File: src/rtl/serial_stim_tx.sv
// Moore parallel-to-serial transmitter: loads a WIDTH-bit word on start/ready,
// shifts it out one bit per clock (stallable with hold) and pulses done after the last bit.
module serial_stim_tx #(
  parameter int WIDTH     = 8,
  parameter bit MSB_FIRST = 1'b1
) (
  input  logic             clk,
  input  logic             reset,
  input  logic [WIDTH-1:0] data_in,
  input  logic             start,
  input  logic             hold,
  output logic             ready,
  output logic             bit_out,
  output logic             bit_valid,
  output logic             done,
  output logic [1:0]       state_out
);

  localparam int            CW       = $clog2(WIDTH);
  localparam logic [CW-1:0] LAST_CNT = CW'(WIDTH - 1);

  typedef enum logic [1:0] {
    ST_IDLE    = 2'b00,
    ST_SHIFT   = 2'b01,
    ST_DONE    = 2'b10,
    ST_ILLEGAL = 2'b11
  } state_e;

  state_e           state_q, state_d;
  logic [WIDTH-1:0] shreg_q, shreg_d;
  logic [CW-1:0]    cnt_q, cnt_d;

  // Move the next bit onto the output end of the register, zero-filling behind it.
  function automatic logic [WIDTH-1:0] shift_toward_out(input logic [WIDTH-1:0] v);
    if (MSB_FIRST) begin
      return {v[WIDTH-2:0], 1'b0};
    end else begin
      return {1'b0, v[WIDTH-1:1]};
    end
  endfunction

  // State, shift register and bit counter.
  always_ff @(posedge clk or posedge reset) begin
    if (reset) begin
      state_q <= ST_IDLE;
      shreg_q <= '0;
      cnt_q   <= '0;
    end else begin
      state_q <= state_d;
      shreg_q <= shreg_d;
      cnt_q   <= cnt_d;
    end
  end

  // Next-state logic; start is only honoured in IDLE so a frame is never reloaded.
  always_comb begin
    state_d = state_q;
    shreg_d = shreg_q;
    cnt_d   = cnt_q;
    case (state_q)
      ST_IDLE: begin
        if (start) begin
          shreg_d = data_in;
          cnt_d   = '0;
          state_d = ST_SHIFT;
        end else begin
          state_d = ST_IDLE;
        end
      end
      ST_SHIFT: begin
        if (!hold) begin
          shreg_d = shift_toward_out(shreg_q);
          cnt_d   = cnt_q + CW'(1);
          if (cnt_q == LAST_CNT) begin
            state_d = ST_DONE;
          end else begin
            state_d = ST_SHIFT;
          end
        end else begin
          state_d = ST_SHIFT;
        end
      end
      ST_DONE: begin
        state_d = ST_IDLE;
      end
      default: begin
        state_d = ST_IDLE;
      end
    endcase
  end

  // Outputs decode registered state only.
  assign ready     = (state_q == ST_IDLE);
  assign bit_valid = (state_q == ST_SHIFT);
  assign done      = (state_q == ST_DONE);
  assign bit_out   = bit_valid ? (MSB_FIRST ? shreg_q[WIDTH-1] : shreg_q[0]) : 1'b0;
  assign state_out = state_q;

endmodule

File: config.mk
export PLATFORM = sky130hd
export DESIGN_NAME = serial_stim_tx
export DESIGN_NICKNAME = d
export VERILOG_FILES = /design/src/rtl/serial_stim_tx.sv
export SDC_FILE = /design/constraint.sdc
export NUM_CORES = 1
export LEC_CHECK = 0
export CAP_MARGIN = 25
export CORE_MARGIN = 3
export CORE_UTILIZATION = 33
export DETAILED_ROUTE_END_ITERATION = 6
export GPL_ROUTABILITY_DRIVEN = 0
export HOLD_SLACK_MARGIN = 0.15
export PLACE_DENSITY_LB_ADDON = 0.12
export SYNTH_ARGS = -nofsm -noshare
export SYNTH_HDL_FRONTEND = slang
export SYNTH_SLANG_ARGS = --single-unit
File: constraint.sdc
create_clock -name clk -period 1.8 [get_ports clk]
set_clock_uncertainty 0.05 [all_clocks]
set_input_delay 0.36 -clock clk [delete_from_list [all_inputs] [get_ports clk]]
set_output_delay 0.36 -clock clk [all_outputs]
set_load 0.03 [all_outputs]
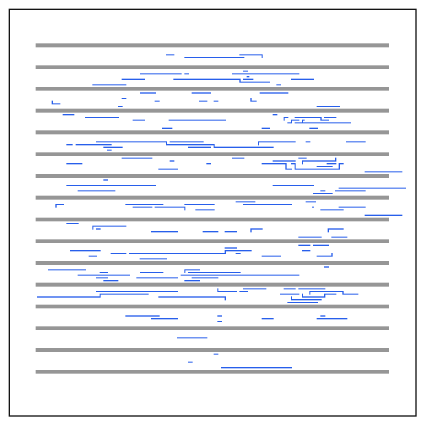
Figure 1: M1 wires.
Scale: 8 px per µm. Supply wires on this layer in grey.
The layer holds 39% of the routed length. 86 nets have wire on it. The wires run mostly horizontal. The longest straight run is 14.7 µm.
final WL: 1183 µm
routed via count: 494
met1 usage: 10.70%

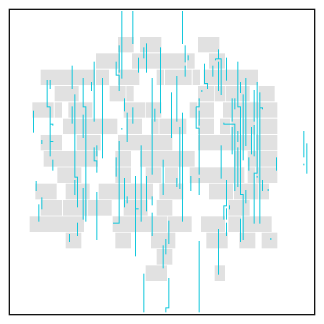
Figure 2: met2 routing.
Scale: 6 px per µm.
The longest straight run is 21.8 µm. The layer holds 50% of the routed length. 86 nets have wire on it. The layer carries 595 µm of wire. The wires run mostly vertical.
GR Util met2: 20.00%

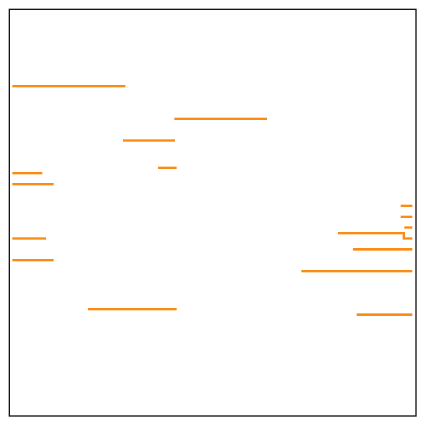
Figure 3: signal wires on met3.
Scale: 8 px per µm.
The layer carries 101 µm of wire. The longest straight run is 13.8 µm. The wires run mostly horizontal. The layer holds 8.6% of the routed length.
met3 Use GR: 5.935%

==> results.toml <==
# generated from flow reports
[run_status]
status = "finished, final reports clean"

[pwr]
p_clk_share_pct = 12.0
swShare_pct = 33.57
powerComb_w = 0.000835
seqPwrFrac_pct = 32.5
power-top-group = "combinational logic"
powerClk_w = 0.000181

[floorplan]
fp.coreArea_um2 = 1802
ios = 18
die-width_um = 50.66
rows = 15

[logic_synthesis]
synth.top_cells.by_count = "13 x dfrtp_1, 11 x mux2_2, 5 x inv_1, 4 x mux2_1"
synth.cell_area_um2 = 658.1
ys_async_sr_fraction_pct = 100.0
synth-edff-count = 0
ys_sh_aoi_pct = 3.042
synth_area_leader_cell = "dfrtp_1"
mappedNetlistNets = 68
synth_cells = 54
yosys.area_share.adder_pct = 3.802

[final_timing]
maxSlewHeadroom_pct = 67.60
setup_tns_ns = 0
slew_violations = 0
period_needed_ns = 1.710

[worst_setup_path]
endpoint = "bit_out"
cp.arrival_ns = 1.30
r2r_setup_slack_ns = 0.19
r2r-end = "shreg_q[3]"
worstPathMaxFanout = 9

[global_routing]
gr-usage-all-layers_pct = 11.53
overflow = 0
antenna_found_initial = 0
grt_pass1_wl_um = 2104

[job]
drv_cap = 0

[route]
drt_iter0_markers = 2
detail-route-antenna-nets = 0

[clocking]
cts-resized-gates = 4
cts_max_level = 1
hold_buffers = 0
cts_max_path_buffers = 2
cts-root-buf = "clkbuf_4"
cts.sinks = 13

[layout]
diodes = 0
nNetsFinal = 100
final_cell_mix = "14 x buf_4, 13 x dfrtp_1, 11 x mux2_2, 11 x clkdlybuf4s50_1, 5 x inv_1"
nFillCells = 184
final_area_um2 = 947.2
final_core_util_pct = 52.57

[placement]
place_area_um2 = 875.8
dp_hpwl_um = 864.9
critical path, stage by stage, from the launching register on:
cell and delay [ns]:
dfrtp_1 0.46, nor2b_4 0.24, and2_1 0.16, buf_4 0.15
cells by family (layout without fill, tap and decap cells):
logic type | after synthesis | after routing
mux | 17 | 17
fa+ha+maj | 2 | 2
simple gates | 11 | 11
flops | 13 | 13
compound gates | 4 | 4
buf+inv | 7 | 38
layout make-up:
class | instances | area (µm²) | share of cell area [%]
multi-input combinational | 34 | 302.8 | 31.97
clock buffer | 4 | 26.28 | 2.774
tap | 25 | 31.28 | 3.303
sequential | 13 | 325.3 | 34.35
inverter | 5 | 18.77 | 1.982
timing repair buffer | 29 | 242.7 | 25.63
registers in the layout (all words and copies together), names as in the netlist:
name and count:
shreg_q 8, state_out 2, cnt_q 3
Power figures rest on the tool's default switching activity, not on a simulated workload.
